**The metal 3 layer**

The bar under the picture is 20 um long. Cells faint in the background.
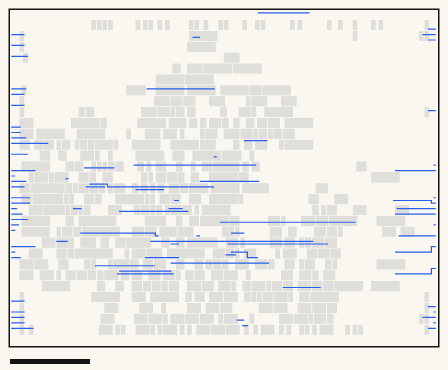
**Met1 routing**

The bar under the picture is 20 um long. Supply wires on this layer in gray.
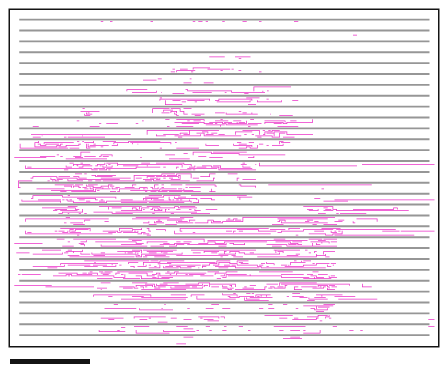
**Routing congestion map**

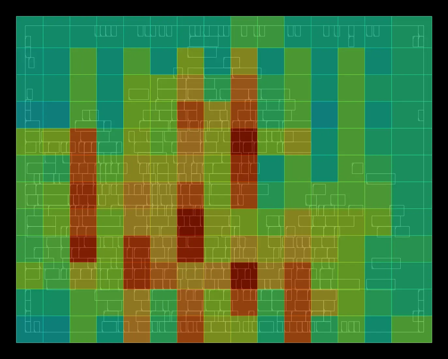
File: config.mk
export PLATFORM = sky130hd
export DESIGN_NAME = linkinit_sb_handshake_flat
export DESIGN_NICKNAME = d
export VERILOG_FILES = /design/src/rtl/linkinit_sb_handshake_if.sv /design/src/rtl/linkinit_sb_handshake.sv /design/src/flat_wrapper.sv
export SDC_FILE = /design/constraint.sdc
export NUM_CORES = 1
export LEC_CHECK = 0
export ABC_CLOCK_PERIOD_IN_PS = 3050
export CORE_AREA = 2 2 105 82
export DETAILED_ROUTE_END_ITERATION = 12
export DIE_AREA = 0 0 107 84
export MAX_ROUTING_LAYER = met4
export PLACE_DENSITY = 0.88
export SLEW_MARGIN = 40
export SYNTH_ARGS = -nofsm -noshare
export SYNTH_HDL_FRONTEND = slang
export SYNTH_SLANG_ARGS = --single-unit
export TNS_END_PERCENT = 10
File: constraint.sdc
create_clock -name clk_100MHz -period 3.05 [get_ports clk_100MHz]
set_clock_uncertainty 0.15 [all_clocks]
set_input_delay 0.305 -clock clk_100MHz [delete_from_list [all_inputs] [get_ports clk_100MHz]]
set_output_delay 0.305 -clock clk_100MHz [all_outputs]
set_load 0.1 [all_outputs]
File: src/rtl/linkinit_sb_handshake_if.sv
// Sideband message bundle between the LINKINIT handshake engine (master) and
// the SB message layer / link partner (slave).
interface linkinit_sb_handshake_if #(
    parameter int MSG_W = 8
);
    logic [MSG_W-1:0] SB_TX_msg_o;
    logic [63:0]      SB_TX_dataBus_o;
    logic             SB_TX_msg_valid_o;
    logic             SB_TX_msg_sendNextFlag_i;
    logic [MSG_W-1:0] SB_RX_msg_i;
    logic [63:0]      SB_RX_dataBus_i;
    logic             SB_RX_msg_req_o;
    logic             SB_RX_msg_valid_i;

    modport master (
        output SB_TX_msg_o, SB_TX_dataBus_o, SB_TX_msg_valid_o, SB_RX_msg_req_o,
        input  SB_TX_msg_sendNextFlag_i, SB_RX_msg_i, SB_RX_dataBus_i, SB_RX_msg_valid_i
    );

    modport slave (
        input  SB_TX_msg_o, SB_TX_dataBus_o, SB_TX_msg_valid_o, SB_RX_msg_req_o,
        output SB_TX_msg_sendNextFlag_i, SB_RX_msg_i, SB_RX_dataBus_i, SB_RX_msg_valid_i
    );
endinterface

File: src/rtl/linkinit_sb_handshake.sv
// Sideband request/response handshake engine for LINKINIT-class LTSM states:
// runs N_STEPS exchanges in order, each with its own timeout and retry budget.
module linkinit_sb_handshake #(
    parameter int N_STEPS        = 2,
    parameter int MSG_W          = 8,
    parameter int TIMEOUT_CYCLES = 8000,
    parameter int MAX_RETRY      = 3
) (
    input  logic                            clk_100MHz,
    input  logic                            reset,
    input  logic                            enable_i,
    input  logic [N_STEPS*MSG_W-1:0]        req_codes_i,
    input  logic [N_STEPS*MSG_W-1:0]        resp_codes_i,
    linkinit_sb_handshake_if.master         sb,
    output logic [$clog2(N_STEPS+1)-1:0]    step_o,
    output logic [$clog2(MAX_RETRY+1)-1:0]  retry_cnt_o,
    output logic                            done_o,
    output logic                            error_o,
    output logic                            reset_state_timeout_counter_o
);
    localparam int STEP_W  = $clog2(N_STEPS + 1);
    localparam int RETRY_W = $clog2(MAX_RETRY + 1);
    localparam int TIMER_W = (TIMEOUT_CYCLES > 1) ? $clog2(TIMEOUT_CYCLES) : 1;
    localparam logic [TIMER_W-1:0] TIMER_MAX = TIMER_W'(TIMEOUT_CYCLES - 1);

    typedef enum logic [2:0] {
        S_IDLE, S_TX_REQ, S_WAIT, S_TX_RESP, S_TIMEOUT, S_STEP_DONE, S_DONE, S_ERROR
    } state_e;

    state_e               state_q, state_d;
    logic [STEP_W-1:0]    step_q, step_d;
    logic [RETRY_W-1:0]   retry_q, retry_d;
    logic [TIMER_W-1:0]   timer_q, timer_d;
    logic                 got_req_q, got_req_d;
    logic                 got_resp_q, got_resp_d;
    logic                 resp_sent_q, resp_sent_d;
    logic                 en_q;

    logic [MSG_W-1:0]     cur_req, cur_resp, tx_msg;
    logic                 tx_valid, rx_active, rx_fire, req_hit, resp_hit, tx_fire, en_edge;
    logic                 start_pulse;
    logic                 unused_rx_data;

    assign unused_rx_data = ^sb.SB_RX_dataBus_i;

    always_comb begin
        cur_req  = '0;
        cur_resp = '0;
        for (int k = 0; k < N_STEPS; k++) begin
            if (step_q == STEP_W'(k)) begin
                cur_req  = req_codes_i[k*MSG_W +: MSG_W];
                cur_resp = resp_codes_i[k*MSG_W +: MSG_W];
            end
        end
    end

    assign rx_active = (state_q == S_TX_REQ) || (state_q == S_WAIT) || (state_q == S_TX_RESP);
    assign tx_valid  = (state_q == S_TX_REQ) || (state_q == S_TX_RESP);
    assign tx_msg    = (state_q == S_TX_REQ)  ? cur_req  :
                       (state_q == S_TX_RESP) ? cur_resp : '0;
    assign tx_fire   = tx_valid && sb.SB_TX_msg_sendNextFlag_i;
    assign rx_fire   = rx_active && sb.SB_RX_msg_valid_i;
    // Unknown codes are still consumed, but count as neither hit nor progress.
    assign req_hit   = rx_fire && (sb.SB_RX_msg_i == cur_req);
    assign resp_hit  = rx_fire && (sb.SB_RX_msg_i == cur_resp);
    assign en_edge   = enable_i && !en_q;

    always_comb begin
        // NOTE: every always_comb output gets a default first so no path infers a latch.
        state_d     = state_q;
        step_d      = step_q;
        retry_d     = retry_q;
        timer_d     = '0;
        got_req_d   = got_req_q   || req_hit;
        got_resp_d  = got_resp_q  || resp_hit;
        resp_sent_d = resp_sent_q;
        start_pulse = 1'b0;

        if (rx_active) begin
            if (tx_fire || req_hit || resp_hit) timer_d = '0;
            else if (timer_q != TIMER_MAX)      timer_d = timer_q + TIMER_W'(1);
            else                                timer_d = timer_q;
        end

        unique case (state_q)
            S_IDLE: begin
                if (en_edge) begin
                    start_pulse = 1'b1;
                    step_d      = '0;
                    retry_d     = '0;
                    got_req_d   = 1'b0;
                    got_resp_d  = 1'b0;
                    resp_sent_d = 1'b0;
                    state_d     = S_TX_REQ;
                end
            end
            S_TX_REQ:  if (tx_fire) state_d = S_WAIT;
            S_WAIT: begin
                if ((got_req_q || req_hit) && !resp_sent_q)            state_d = S_TX_RESP;
                else if (resp_sent_q && (got_resp_q || resp_hit))      state_d = S_STEP_DONE;
                else if (timer_q == TIMER_MAX)                         state_d = S_TIMEOUT;
            end
            S_TX_RESP: begin
                if (tx_fire) begin
                    resp_sent_d = 1'b1;
                    state_d     = S_WAIT;
                end
            end
            S_TIMEOUT: begin
                if (!got_resp_q && (retry_q < RETRY_W'(MAX_RETRY))) begin
                    retry_d = retry_q + RETRY_W'(1);
                    state_d = S_TX_REQ;
                end else begin
                    state_d = S_ERROR;
                end
            end
            S_STEP_DONE: begin
                got_req_d   = 1'b0;
                got_resp_d  = 1'b0;
                resp_sent_d = 1'b0;
                retry_d     = '0;
                if (step_q == STEP_W'(N_STEPS - 1)) begin
                    state_d = S_DONE;
                end else begin
                    step_d  = step_q + STEP_W'(1);
                    state_d = S_TX_REQ;
                end
            end
            S_DONE, S_ERROR: ;
            default: state_d = S_IDLE;
        endcase

        if (!enable_i) begin
            state_d     = S_IDLE;
            step_d      = '0;
            retry_d     = '0;
            timer_d     = '0;
            got_req_d   = 1'b0;
            got_resp_d  = 1'b0;
            resp_sent_d = 1'b0;
        end
    end

    always_ff @(posedge clk_100MHz) begin
        if (!reset) begin
            state_q     <= S_IDLE;
            step_q      <= '0;
            retry_q     <= '0;
            timer_q     <= '0;
            got_req_q   <= 1'b0;
            got_resp_q  <= 1'b0;
            resp_sent_q <= 1'b0;
            // NOTE: held at 1 in reset so an enable already high at release is not taken as a new start edge.
            en_q        <= 1'b1;
        end else begin
            state_q     <= state_d;
            step_q      <= step_d;
            retry_q     <= retry_d;
            timer_q     <= timer_d;
            got_req_q   <= got_req_d;
            got_resp_q  <= got_resp_d;
            resp_sent_q <= resp_sent_d;
            en_q        <= enable_i;
        end
    end

    assign sb.SB_TX_msg_o       = tx_msg;
    assign sb.SB_TX_dataBus_o   = '0;
    assign sb.SB_TX_msg_valid_o = tx_valid;
    assign sb.SB_RX_msg_req_o   = rx_active;

    assign step_o      = step_q;
    assign retry_cnt_o = retry_q;
    assign done_o      = (state_q == S_DONE);
    assign error_o     = (state_q == S_ERROR);
    assign reset_state_timeout_counter_o = start_pulse || (state_q == S_STEP_DONE);
endmodule

File: src/flat_wrapper.sv
// flat-port wrapper written by rule: the top's interface ports become plain ports
module linkinit_sb_handshake_flat 
#(
    parameter int N_STEPS        = 2,
    parameter int MSG_W          = 8,
    parameter int TIMEOUT_CYCLES = 8000,
    parameter int MAX_RETRY      = 3
)
  (clk_100MHz, reset, enable_i, req_codes_i, resp_codes_i, step_o, retry_cnt_o, done_o, error_o, reset_state_timeout_counter_o, sb_SB_TX_msg_o, sb_SB_TX_dataBus_o, sb_SB_TX_msg_valid_o, sb_SB_RX_msg_req_o, sb_SB_TX_msg_sendNextFlag_i, sb_SB_RX_msg_i, sb_SB_RX_dataBus_i, sb_SB_RX_msg_valid_i);
  linkinit_sb_handshake_if #(.MSG_W(MSG_W)) sb_i ();
  input  logic clk_100MHz;
  input  logic reset;
  input  logic enable_i;
  input  logic [N_STEPS*MSG_W-1:0] req_codes_i;
  input  logic [N_STEPS*MSG_W-1:0] resp_codes_i;
  output logic [$clog2(N_STEPS+1)-1:0] step_o;
  output logic [$clog2(MAX_RETRY+1)-1:0] retry_cnt_o;
  output logic done_o;
  output logic error_o;
  output logic reset_state_timeout_counter_o;
  output wire logic [$bits(sb_i.SB_TX_msg_o)-1:0] sb_SB_TX_msg_o;
  output wire logic [$bits(sb_i.SB_TX_dataBus_o)-1:0] sb_SB_TX_dataBus_o;
  output wire logic [$bits(sb_i.SB_TX_msg_valid_o)-1:0] sb_SB_TX_msg_valid_o;
  output wire logic [$bits(sb_i.SB_RX_msg_req_o)-1:0] sb_SB_RX_msg_req_o;
  input wire logic [$bits(sb_i.SB_TX_msg_sendNextFlag_i)-1:0] sb_SB_TX_msg_sendNextFlag_i;
  input wire logic [$bits(sb_i.SB_RX_msg_i)-1:0] sb_SB_RX_msg_i;
  input wire logic [$bits(sb_i.SB_RX_dataBus_i)-1:0] sb_SB_RX_dataBus_i;
  input wire logic [$bits(sb_i.SB_RX_msg_valid_i)-1:0] sb_SB_RX_msg_valid_i;
  assign sb_SB_TX_msg_o = sb_i.SB_TX_msg_o;
  assign sb_SB_TX_dataBus_o = sb_i.SB_TX_dataBus_o;
  assign sb_SB_TX_msg_valid_o = sb_i.SB_TX_msg_valid_o;
  assign sb_SB_RX_msg_req_o = sb_i.SB_RX_msg_req_o;
  assign sb_i.SB_TX_msg_sendNextFlag_i = sb_SB_TX_msg_sendNextFlag_i;
  assign sb_i.SB_RX_msg_i = sb_SB_RX_msg_i;
  assign sb_i.SB_RX_dataBus_i = sb_SB_RX_dataBus_i;
  assign sb_i.SB_RX_msg_valid_i = sb_SB_RX_msg_valid_i;
  linkinit_sb_handshake #(.N_STEPS(N_STEPS), .MSG_W(MSG_W), .TIMEOUT_CYCLES(TIMEOUT_CYCLES), .MAX_RETRY(MAX_RETRY)) u_core (.clk_100MHz(clk_100MHz), .reset(reset), .enable_i(enable_i), .req_codes_i(req_codes_i), .resp_codes_i(resp_codes_i), .sb(sb_i), .step_o(step_o), .retry_cnt_o(retry_cnt_o), .done_o(done_o), .error_o(error_o), .reset_state_timeout_counter_o(reset_state_timeout_counter_o));
endmodule
==> flow_summary_export.csv <==
group,metric,value,unit
status,outcome,"completed",
floorplan,chipArea,8990,sq um
timing,hold_viol,0,
cells_and_area,area_growth,28.0,%
flow_run,tool_warnings,91,
clocking,cts_hold_buf,0,
worst_setup_path,cp-end-kind,"flip-flop",
floorplan,initial_core_util,0.353,
pwr,cellLeakagePower,1.35,nW
pwr,p_per_area,359,nW/um^2
timing,setup_violations,0,
routing,drt_iter0_drc,110,
clocking,clockBufferDepth,2,
floorplan,die_w,107,um
synth,yosys_warnings,0,
routing,firstDrtPassIters,4,
timing,period_needed,2770,ps
timing,fmax,0.361,GHz
grt,grt_max_degree,28,
placement,port_buffers,61,
worst_setup_path,crit_type,"flip-flop to flip-flop",
synth,syn_area_per_cell,7.81,sq um
synth,ys.flops,24,
clocking,cts_sinks,24,
clocking,cts_root_buffer,"clkbuf_8",
clocking,cts_max_level,1,
placement,pre_cts_ws,217,ps
clocking,clkSlewWorstSetupHoldPaths,80,ps
timing,fin_crit_sh,0.908,
synth,ff_type,"dfxtp_1",
timing,rsz0062_at_grt,"false",
timing,tightest_slew,627,ps
grt,grt_pass1_vias,2458,
synth,yosysSeqAreaShare,0.168,
timing,setup_tns,0,ps
floorplan,die_y,84,um
synth,ys_area,2860,sq um
worst_setup_path,cp.arrival,2780,ps
placement,dp_hpwl,5810,um
floorplan,rows,29,
synth,synth_area,2860,sq um
routing,drcViolationCount,0,
synth,synth_cell_type_count,58,
cells_and_area,final_common_cell,"conb_1",
synth,ys_cells,366,
grt,antenna_found_initial,0,
cells_and_area,n_antenna_cell,0,
routing,avgViaCountPerCell,4.90,
timing,slew-limit-headroom,0.571,
synth,synth_cells,366,
synth,synthArstFlopShare,0,
timing,finalWorstSetupSlack,280,ps
clocking,cts_tree,"yes",
cells_and_area,finalInstanceArea,3660,sq um
cells_and_area,fin_nets,539,
clocking,cts_made_buffers,3,
cells_and_area,drive_gt1_frac,0.162,
worst_setup_path,required,3060,ps
Notes on 'the metal 3 layer' above:
- wire length on this layer: 562 um
- main direction: horizontal
routing usage on met3: 0.0219
final WL: 7070 um
vias after detailed routing: 2612

Notes on 'met1 routing' above:
- wire length on this layer: 3190 um
- longest straight run: 25.8 um
- share of all routed wire: 45%
- nets with wire on the layer: 398
- main direction: horizontal
met1 Usage GRT: 0.210

Notes on 'routing congestion map' above:
WL/cell: 13.3 um
met2 Use GR: 0.246
Global Route Usage Sum: 0.159

-- worst paths after layout --
| check | startpoint | endpoint | slack [ps] |
|---|---|---|---|
| min | u_core.got_req_q$_SDFF_PN0_ | u_core.got_req_q$_SDFF_PN0_ | 320 |
| max reg2reg | u_core.step_o[1]$_SDFFE_PN0P_ | u_core.timer_q[11]$_SDFFE_PP0N_ | 280 |
| max | u_core.step_o[1]$_SDFFE_PN0P_ | u_core.timer_q[11]$_SDFFE_PP0N_ | 280 |
| min reg2reg | u_core.got_req_q$_SDFF_PN0_ | u_core.got_req_q$_SDFF_PN0_ | 320 |
-- layout make-up --
cell class                      instances  area [sq um]
Timing Repair Buffer                   76           843
Inverter                               12          45.0
Fill cell                             768          4430
Multi-Input combinational cell        309          2110
Clock buffer                            4          45.0
Tap cell                              108           135
Sequential cell                        24           485
-- metal layers --
metal  global-route usage  vias up  part of all wire
li1                     -     1285                 -
met1                0.210     1203              0.45
met4               0.0614        0             0.023
met2                0.246      112              0.45
met5                    -        -                 0
met3               0.0219       12             0.079
-- cell families after synthesis --
kind of cell             synth area share
buffers and inverters               0.225
AND/OR/NAND/NOR                     0.277
XOR/XNOR                           0.0735
AND-OR/OR-AND                       0.213
multiplexers                       0.0245
adder cells (fa/ha/maj)            0.0175
flip-flops                          0.168
other                             0.00131
-- worst max-delay path, cell delays in order (launching register included) --
cell       delay [ps]
dfxtp_2           340
inv_1              80
ha_1              310
buf_4             260
nor4bb_1          230
o2bb2ai_1         160
o221ai_1          290
a211o_4           460
o211ai_4          100
buf_12            210
nor2_1             60
-- synthesized netlist by cell type, types with 10 or more instances --
cell type,instances,area share
a21oi_1,18,0.031
and3_1,11,0.024
buf_4,66,0.17
dfxtp_1,24,0.17
inv_1,12,0.016
nand2_1,24,0.031
nand3_1,10,0.017
nor2_1,23,0.030
nor2_4,10,0.039
nor2b_1,12,0.026
xnor2_1,10,0.031
xor2_1,14,0.043
-- flip-flops by register name, summed over array words and instances (netlist names) --
signal,cells
u_core.en_q,1
u_core.step_o,2
u_core.got_resp_q,1
u_core.state_q,3
u_core.timer_q,13
u_core.retry_cnt_o,2
u_core.resp_sent_q,1
u_core.got_req_q,1
-- where the power goes --
group | switching, W | internal, W
logic | 0.000610 | 0.000186
clock network | 0.0000954 | 0.0000933
registers | 0.00000975 | 0.000318
-- through the flow --
stage                     total power, W  instances  utilization
final                            0.00131        533        0.452
after global routing             0.00137        533        0.452
after CTS                        0.00132        533        0.452
after detailed placement         0.00113        529        0.447
after global placement           0.00112        529        0.447
after floorplan                  0.00103        429            -
-- what timing repair did --
action                                  in CTS  in global routing
endpoints found under the setup margin       0                  5
gates resized                                0                  1
hold endpoints to repair                     0                  0
Power figures rest on the tool's default switching activity, not on a simulated workload.
